<file path="src/rtl/irq_pkg.sv">
// irq_pkg: shared FSM state type, defaults and vector helper for the interrupt latch controller
package irq_pkg;
  typedef enum logic [1:0] {IDLE, REQ, CLR} irq_state_e;
  localparam int NSRC_DEF = 5;
  localparam logic [7:0] VEC_BASE_DEF = 8'h40;
  function automatic logic [7:0] vec_of(input logic [7:0] base, input int idx);
    return base + 8'(idx * 8);
  endfunction
endpackage

</file>
<file path="src/rtl/irq_prio_enc.sv">
// irq_prio_enc: lowest-set-bit priority encoder with valid flag
module irq_prio_enc #(
  parameter int N = 5,
  parameter int W = (N > 1) ? $clog2(N) : 1
) (
  input  logic [N-1:0] req,
  output logic [W-1:0] idx,
  output logic         valid
);
  always_comb begin
    idx = '0;
    for (int i = N - 1; i >= 0; i--) if (req[i]) idx = W'(i);
  end
  assign valid = |req;
endmodule

</file>
<file path="src/rtl/irq_latch_ctrl.sv">
// irq_latch_ctrl: edge-set interrupt flag latches with enable mask and IDLE/REQ/CLR acknowledge FSM
module irq_latch_ctrl
  import irq_pkg::*;
#(
  parameter int         NSRC     = NSRC_DEF,
  parameter logic [7:0] VEC_BASE = VEC_BASE_DEF
) (
  input  logic            clk,
  input  logic            reset,
  input  logic [NSRC-1:0] src_req,
  input  logic            bus_wr_if,
  input  logic            bus_wr_ie,
  input  logic [NSRC-1:0] bus_wdata,
  input  logic            cpu_ack,
  output logic [NSRC-1:0] if_q,
  output logic [NSRC-1:0] ie_q,
  output logic            irq_pending,
  output logic [7:0]      irq_vector,
  output logic            ack_done
);
  localparam int SW = (NSRC > 1) ? $clog2(NSRC) : 1;
  irq_state_e state, state_n;
  logic [NSRC-1:0] src_prev, edges, if_n;
  logic [SW-1:0] sel, enc_idx;
  logic enc_valid;
  assign edges = src_req & ~src_prev;
  // set edges dominate; a bus write overrides the acknowledge clear
  assign if_n = (bus_wr_if ? bus_wdata : (state == CLR ? if_q & ~(NSRC'(1) << sel) : if_q)) | edges;
  irq_prio_enc #(.N(NSRC), .W(SW)) u_enc (
    .req  (if_q & ie_q),
    .idx  (enc_idx),
    .valid(enc_valid)
  );
  always_ff @(posedge clk) begin
    if (reset) state <= IDLE;
    else state <= state_n;
  end
  always_ff @(posedge clk) begin
    if (reset) begin
      if_q     <= '0;
      ie_q     <= '0;
      src_prev <= src_req;
      sel      <= '0;
    end else begin
      if_q     <= if_n;
      ie_q     <= bus_wr_ie ? bus_wdata : ie_q;
      src_prev <= src_req;
      sel      <= (state == IDLE && enc_valid) ? enc_idx : sel;
    end
  end
  always_comb begin
    state_n = state == IDLE ? (enc_valid ? REQ : IDLE) :
              state == REQ  ? (cpu_ack ? CLR : REQ) : IDLE;
  end
  always_comb begin
    irq_pending = state == REQ;
    irq_vector  = irq_pending ? vec_of(VEC_BASE, int'(sel)) : 8'h00;
    ack_done    = state == CLR;
  end
endmodule

</file>
<file path="config.mk">
export PLATFORM = sky130hd
export DESIGN_NAME = irq_latch_ctrl
export DESIGN_NICKNAME = d
export VERILOG_FILES = /design/src/rtl/irq_pkg.sv /design/src/rtl/irq_prio_enc.sv /design/src/rtl/irq_latch_ctrl.sv
export SDC_FILE = /design/constraint.sdc
export NUM_CORES = 1
export LEC_CHECK = 0
export CAP_MARGIN = 20
export CORE_MARGIN = 1
export CORE_UTILIZATION = 42
export CTS_CLUSTER_SIZE = 25
export DETAILED_ROUTE_END_ITERATION = 6
export PLACE_DENSITY = 0.78
export RECOVER_POWER = 25
export SLEW_MARGIN = 20
export SYNTH_ARGS = -nofsm -noshare
export SYNTH_HDL_FRONTEND = slang
export SYNTH_SLANG_ARGS = --single-unit
export TNS_END_PERCENT = 20
</file>
<file path="constraint.sdc">
create_clock -name clk -period 1.5 [get_ports clk]
set_input_delay 0.15 -clock clk [delete_from_list [all_inputs] [get_ports clk]]
set_output_delay 0.15 -clock clk [all_outputs]
set_load 0.005 [all_outputs]
</file>
### Cell sizes after repair, run 1

(8 px per um)
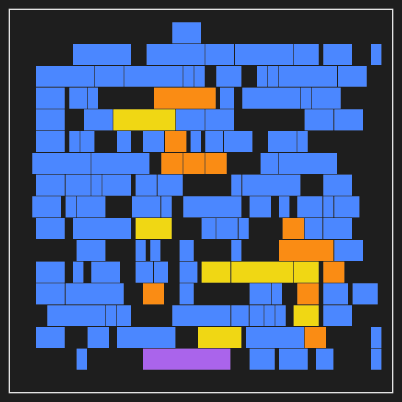
- x6 and larger: purple (cells 1)
- x2: yellow (cells 7)
- x3 and x4: orange (cells 11)
- x1 and smaller: blue (cells 110)

### Cell classes on the final placement, run 1

(8 px per um)
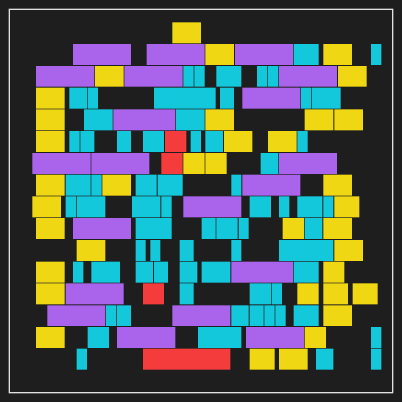
- clock drivers and dummy loads: red (cells 4; share of their area 4.2%)
- registers: purple (cells 20; share of their area 32%)
- remaining logic cells: cyan (cells 69; share of their area 36%)
- remaining buffers and delay cells: yellow (cells 36; share of their area 27%)
core box area: 0.00196 mm^2
proportion of cell area occupied by registers: 31.6%

==> impl_metrics.csv, run 1 <==
group,metric,value,unit
run_status,status,"complete, no violations",
cells_and_area,drive_gt1_share,14.7,%
job,drv.max_cap_violation_count,0,
synthesis,top_count_cell_post_synth,"sky130_fd_sc_hd__dfxtp_1",
synthesis,synth_cell_type_count,28,
final_timing,achievable-frequency,694,MHz
final_timing,timing.final.max_slew_violations,0,
power_and_ir_drop,finalPower,0.00123,W
worst_setup_path,arrival,1.29,ns
synthesis,synthTopCellsByCount,"20 x sky130_fd_sc_hd__dfxtp_1, 11 x sky130_fd_sc_hd__nor2_1, 7 x sky130_fd_sc_hd__a21oi_1, 7 x sky130_fd_sc_hd__inv_1, 6 x sky130_fd_sc_hd__nand2_1",
global_routing,number_of_antenna_violations_at_the_first_check_in_global_routing,0,
final_timing,final.setup.tns,0,ns
synthesis,async_flop_share,0,%
worst_setup_path,critPathLaunch,"state[1]",
job,tool_warning_count,26,
synthesis,yosys-stat-area,878,um^2
worst_setup_path,crit_path_end_kind,"output pin",
worst_setup_path,critical_path.cell_chain,"and2b_2, and2_1, dlygate4sd2_1",
power_and_ir_drop,power.static_leakage,0.556,nW
synthesis,enable_flop_cells,0,
placement,routability_driven_placement_congestion_ratio,0.766,
final_timing,min_period,1.44,ns
final_timing,hold_ws,0.400,ns
routing,drc,0,
cells_and_area,diodes,0,
routing,avgViaCountPerCell,5.09,
min_path,hp_start,"cpu_ack",
synthesis,yosys_cells,94,
floorplan,floorplan.io_pins,35,
cts,clock-root-buffer,"sky130_fd_sc_hd__clkbuf_4",
power_and_ir_drop,max-vdd-ir-drop,0.707,mV
power_and_ir_drop,pwr_density_cell,962,mW/mm^2
cts,cts.htree.levels,1,
placement,dp.cells,149,
final_timing,rsz0062_at_grt,"no",
synthesis,yosys_register_bits,20,
final_timing,worst_clock_skew,0.00560,ns
floorplan,floorplan.rows,16,
final_timing,postLayoutSetupSlackWorst,0.0594,ns
synthesis,ys.warnings.count,0,
cts,cts_max_path_buffers,2,
worst_setup_path,rr_endpoint,"if_q[3]",
floorplan,fp.dieArea,0.00228,mm^2
final_timing,finalClockPeriodUsage,96.0,%
worst_setup_path,criticalPathCategory,"register to output pin",
worst_setup_path,worst-endpoint-required,1.35,ns
placement,place_hpwl,1.49,mm
synthesis,post_synth.cell_area_avg,9.34,um^2
cells_and_area,finalNetCount,145,
cts,clkSinkCount,20,
routing,route.antenna.remaining_nets,0,
synthesis,yosys.area.top_type_share,45.6,%
synthesis,postSynthCellCount,94,
final_timing,worst-slew-pin-transition,0.567,ns
global_routing,grt_max_degree,16,
worst_setup_path,crit_slowest_cell,"sky130_fd_sc_hd__dfxtp_2",
final_timing,hold_viol,0,
worst_setup_path,worst-path-max-fanout,6,
cts,clock_latency_reported_for_the_late_side_of_the_worst_skew_pair,0.30,ns
synthesis,post-synth-top-area-cell,"sky130_fd_sc_hd__dfxtp_1",
cts,clk_pin_slew,0.11,ns
placement,place_ws,0.0714,ns
floorplan,core_util_floorplan,44.8,%
synthesis,synthTopCellsByArea,"sky130_fd_sc_hd__dfxtp_1 46%, sky130_fd_sc_hd__mux2i_1 5.7%, sky130_fd_sc_hd__nor2_1 4.7%, sky130_fd_sc_hd__buf_4 4.3%, sky130_fd_sc_hd__a21oi_1 4.0%",
placement,port_buffers,30,
worst_setup_path,endpoint,"irq_vector[3]",
min_path,min_path_type,"input pin to register",
floorplan,chipHeight,47.7,um
cts,tritoncts.num_buffers,3,
routing,dr.first_iter.drc_count,13,
min_path,hold-path-cell-count,3,
routing,first_drt_pass_iteration_count,4,
final_timing,relSlewSlack,62.1,%
global_routing,first_global_vias,707,
synthesis,yosys.stat.seqShare,45.6,%
worst_setup_path,timing.reg2reg.setup_slack,0.13,ns
placement,total_cell_area_at_the_placement_stage,0.00120,mm^2
min_path,hold-path-endpoint,"state[1]",
global_routing,overflow,0,
worst_setup_path,cp_slowest_stage_delay,0.34,ns
synthesis,synthesis.area,878,um^2
### Metal 1, run 1

(10 px per um)
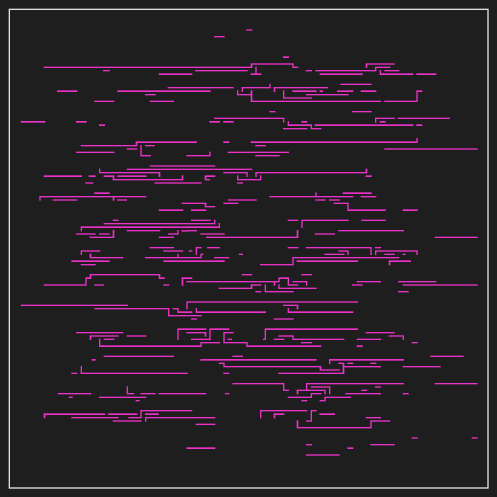
- main direction: horizontal
- wire length on this layer: 870 um
wire length after detailed routing: 1.99 mm
via count of the routed design: 794

### Layout detail, run 1

Window x 0 to 25, y 23 to 48 um. Cells in grey, sequential cells in the stronger grey; small squares are vias.
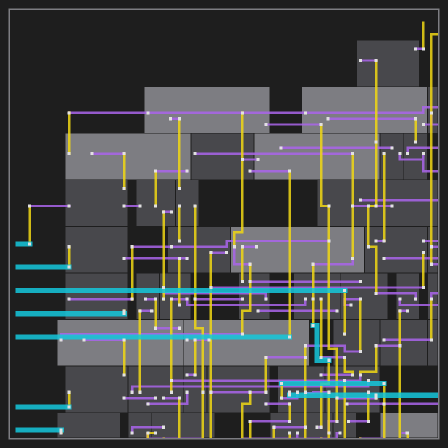
- M3: cyan
- M1: purple
- M2: yellow
- cells with their middle in the window: 38
- most frequent: dfxtp_1 (6), clkdlybuf4s50_1 (6), nor2_1 (5)
- netlist names of flops here include: if_q (3), ie_q (2), src_prev (2)
- sequential cells in the window: 7

[run 1: what timing repair did]
item                       CTS  global route
buffers inserted             3             0
setup endpoints to repair    6             3
hold buffers                 0             0
gates resized                9             3
[run 1: routing by layer]
| metal | share of wire, % | routed length [um] | vias up | global-route usage [%] |
|---|---|---|---|---|
| met3 | 7.8 | 155 | 0 | 4.15 |
| met5 | 0 | 0 | - | 0 |
| met2 | 48 | 959 | 37 | 34.1 |
| met1 | 44 | 870 | 369 | 23.2 |
| met4 | 0 | 0 | 0 | 5.00 |
| li1 | - | - | 388 | - |
[run 1: cell type report]
cell class	count	area [um^2]
Sequential cell	20	403
Fill cell	175	688
Inverter	7	26.3
Tap cell	27	33.8
Clock buffer	3	22.5
Multi-Input combinational cell	62	418
Clock inverter	1	30.0
Timing Repair Buffer	36	340
[run 1: where the power goes]
| group | total (W) | internal (W) | switching (W) |
|---|---|---|---|
| combinational | 0.000196 | 0.000117 | 0.0000785 |
| sequential | 0.000594 | 0.000563 | 0.0000305 |
| clock | 0.000436 | 0.000270 | 0.000166 |
| total | 0.00123 | 0.000951 | 0.000275 |
[run 1: cell families after synthesis]
| logic type | after synthesis | share of synthesized area [%] |
|---|---|---|
| other | 1 | 0.427 |
| and+or+nand+nor | 32 | 19.9 |
| muxes | 5 | 5.70 |
| AOI/OAI and AO/OA | 21 | 19.8 |
| DFF | 20 | 45.6 |
| buffers and inverters | 15 | 8.55 |
[run 1: sequential cells by signal, summed over array words and instances (netlist names)]
name / cells
sel: 3
if_q: 5
state: 2
ie_q: 5
src_prev: 5
[run 1: worst max-delay path, delay by kind of cell (launching register included)]
kind	cells	cell delay, ns
flip-flops	1	0.34
AND/OR/NAND/NOR	2	0.40
buffers and inverters	1	0.25
### Routing congestion map, run 1

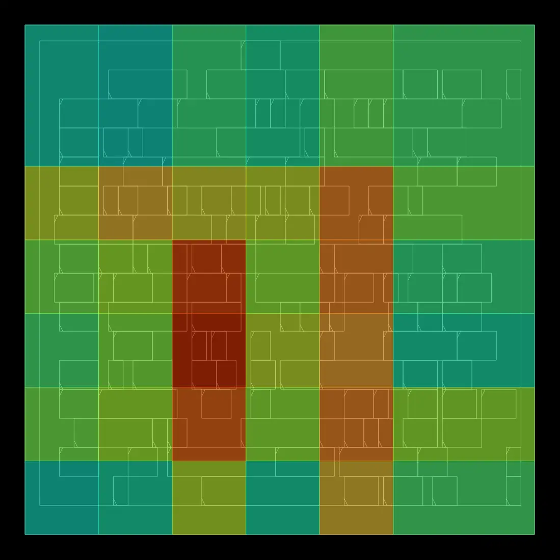

--- run 2 (diff from run 1) ---
--- a/config.mk
+++ b/config.mk
@@ -10,10 +10,11 @@
 export CORE_UTILIZATION = 42
 export CTS_CLUSTER_SIZE = 25
 export DETAILED_ROUTE_END_ITERATION = 6
+export GPL_ROUTABILITY_DRIVEN = 0
 export PLACE_DENSITY = 0.78
 export RECOVER_POWER = 25
 export SLEW_MARGIN = 20
 export SYNTH_ARGS = -nofsm -noshare
 export SYNTH_HDL_FRONTEND = slang
 export SYNTH_SLANG_ARGS = --single-unit
-export TNS_END_PERCENT = 20
+export TNS_END_PERCENT = 100
### Routing congestion map, run 2

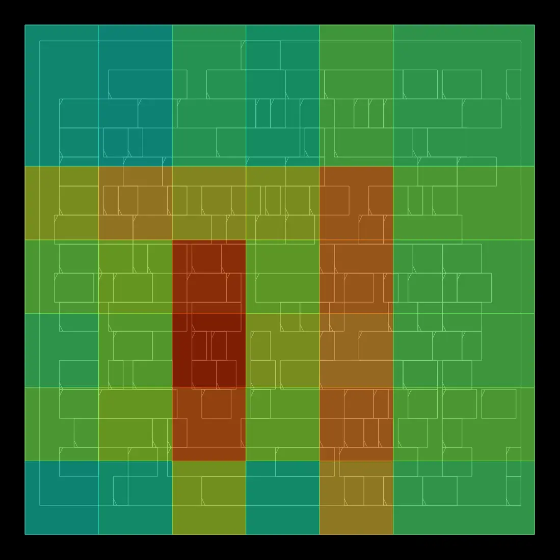
busiest layer in global routing: met2
met3 Usage GRT: 4.15%
utilization after layout: 65.4%
GRT Resource Usage Total: 19.4%
mean routed wirelength per cell: 12.7 um

==> run 2 against run 1 <==
Final cell count up 1.9%. Critical path depth up 4. Via count up 1.4%. Core utilization up 0.45 points. Synthesized area unchanged. Clock power about the same. Routed wire length up 1.9%. Maximum frequency down 0.72%. Critical endpoint is now if_q[3].
==> impl_metrics.csv, run 2 <==
group,metric,value,unit
run_status,status,"complete, no violations",
synthesis,synthTopCellsByArea,"sky130_fd_sc_hd__dfxtp_1 46%, sky130_fd_sc_hd__mux2i_1 5.7%, sky130_fd_sc_hd__nor2_1 4.7%, sky130_fd_sc_hd__buf_4 4.3%, sky130_fd_sc_hd__a21oi_1 4.0%",
worst_setup_path,critPathTopFamily,"AND-OR/OR-AND gates",
worst_setup_path,criticalPathCategory,"register to register",
final_timing,worst-slew-pin-transition,0.570,ns
routing,via_count_of_the_routed_design,805,
power_and_ir_drop,power.static_leakage,0.569,nW
synthesis,enable_flop_cells,0,
synthesis,yosys.stat.seqShare,45.6,%
worst_setup_path,arrival,1.63,ns
final_timing,final.setup.tns,0,ns
power_and_ir_drop,finalPower,0.00123,W
cts,clk_pin_slew,0.12,ns
worst_setup_path,crit_slowest_cell,"sky130_fd_sc_hd__dfxtp_2",
routing,dr.first_iter.drc_count,11,
synthesis,synthMuxAreaShare,5.70,%
worst_setup_path,worst-path-max-fanout,4,
routing,first_drt_pass_iteration_count,3,
routing,avgViaCountPerCell,5.06,
synthesis,synth_area_in_simple_gates,19.9,%
floorplan,chipHeight,47.7,um
power_and_ir_drop,max-vdd-ir-drop,0.699,mV
synthesis,post_synth_main_logic_family,"simple AND/OR/NAND/NOR gates",
job,drv.max_cap_violation_count,0,
synthesis,post_synth.cell_area_avg,9.34,um^2
synthesis,ys_sh_xor,0,%
final_timing,hold_ws,0.405,ns
final_timing,achievable-frequency,689,MHz
cells_and_area,diodes,0,
synthesis,synthTopCellsByCount,"20 x sky130_fd_sc_hd__dfxtp_1, 11 x sky130_fd_sc_hd__nor2_1, 7 x sky130_fd_sc_hd__a21oi_1, 7 x sky130_fd_sc_hd__inv_1, 6 x sky130_fd_sc_hd__nand2_1",
worst_setup_path,cp_slowest_stage_delay,0.34,ns
cells_and_area,fillers,176,
floorplan,floorplan.rows,16,
placement,total_cell_area_at_the_placement_stage,0.00120,mm^2
synthesis,synth_cell_type_count,28,
final_timing,relSlewSlack,61.9,%
synthesis,post_synth_ao_oa_area_fraction,19.8,%
placement,place_ws,0.0714,ns
floorplan,coreArea,0.00196,mm^2
global_routing,first_global_vias,723,
worst_setup_path,timing.reg2reg.setup_slack,0.05,ns
floorplan,floorplan.io_pins,35,
### Layout detail, run 2

Window x 0 to 25, y 23 to 48 um. Cells in grey, sequential cells in the stronger grey; small squares are vias.
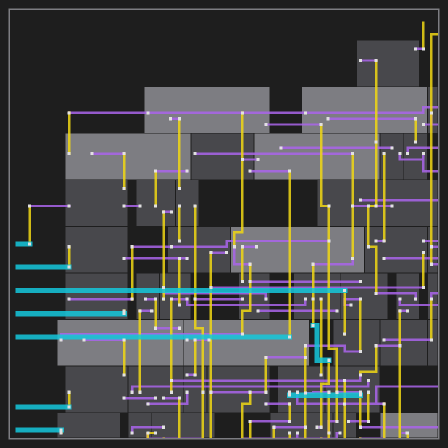
- M1: purple
- M2: yellow
- M3: cyan
- cells with their middle in the window: 38
- most frequent: dfxtp_1 (6), clkdlybuf4s50_1 (6), nor2_1 (5)
- sequential cells in the window: 7
- netlist names of flops here include: if_q (3), ie_q (2), src_prev (2)

## run 2: cell types whose count changed in the layout (fill, tap and decap cells not counted)
cell	previous run	this run
sky130_fd_sc_hd__buf_4	6	9
sky130_fd_sc_hd__dlygate4sd2_1	4	3
sky130_fd_sc_hd__clkdlybuf4s15_1	2	0
sky130_fd_sc_hd__clkbuf_2	0	3
## run 2: routing by layer
| metal | global-route usage (%) | vias up | wire [um] |
|---|---|---|---|
| li1 | - | 394 | - |
| met1 | 23.2 | 379 | 878 |
| met2 | 35.1 | 32 | 998 |
| met3 | 4.15 | 0 | 147 |
| met4 | 5.00 | 0 | 0 |
| met5 | 0 | - | 0 |
## run 2: kinds of logic after synthesis
| group | Yosys count |
|---|---|
| AND-OR/OR-AND | 21 |
| buffers and inverters | 15 |
| flip-flops | 20 |
| multiplexers | 5 |
| other | 1 |
| AND/OR/NAND/NOR | 32 |
## run 2: area by class of cell
type,count,share of cell area [%]
multi-input cells,62,32.6
flip-flops and latches,20,31.4
repair buffers,39,27.2
well taps,27,2.63
clock inverters,1,2.34
inverters,7,2.05
clock buffers,3,1.76
## run 2: what timing repair did
| action | CTS | global route |
|---|---|---|
| hold endpoints to repair | 0 | 0 |
| endpoints found under the setup margin | 6 | 4 |
| resized | 12 | 4 |
| buffers inserted | 5 | 1 |
| cloned | 0 | 0 |
| pin swaps | 0 | 0 |
## run 2: report_power, final
part | switching (W) | internal, W | total, W
combinational | 0.0000810 | 0.000124 | 0.000205
sequential | 0.0000304 | 0.000563 | 0.000594
clock | 0.000164 | 0.000270 | 0.000434
## run 2: worst paths after layout
path         cells past startpoint   startpoint       end
max                              7     state[1]   if_q[3]
min                              3      cpu_ack  state[1]
max reg2reg                      7     state[1]   if_q[3]
min reg2reg                      3  src_prev[3]   if_q[3]
Power is estimated from default activity; no workload was simulated.
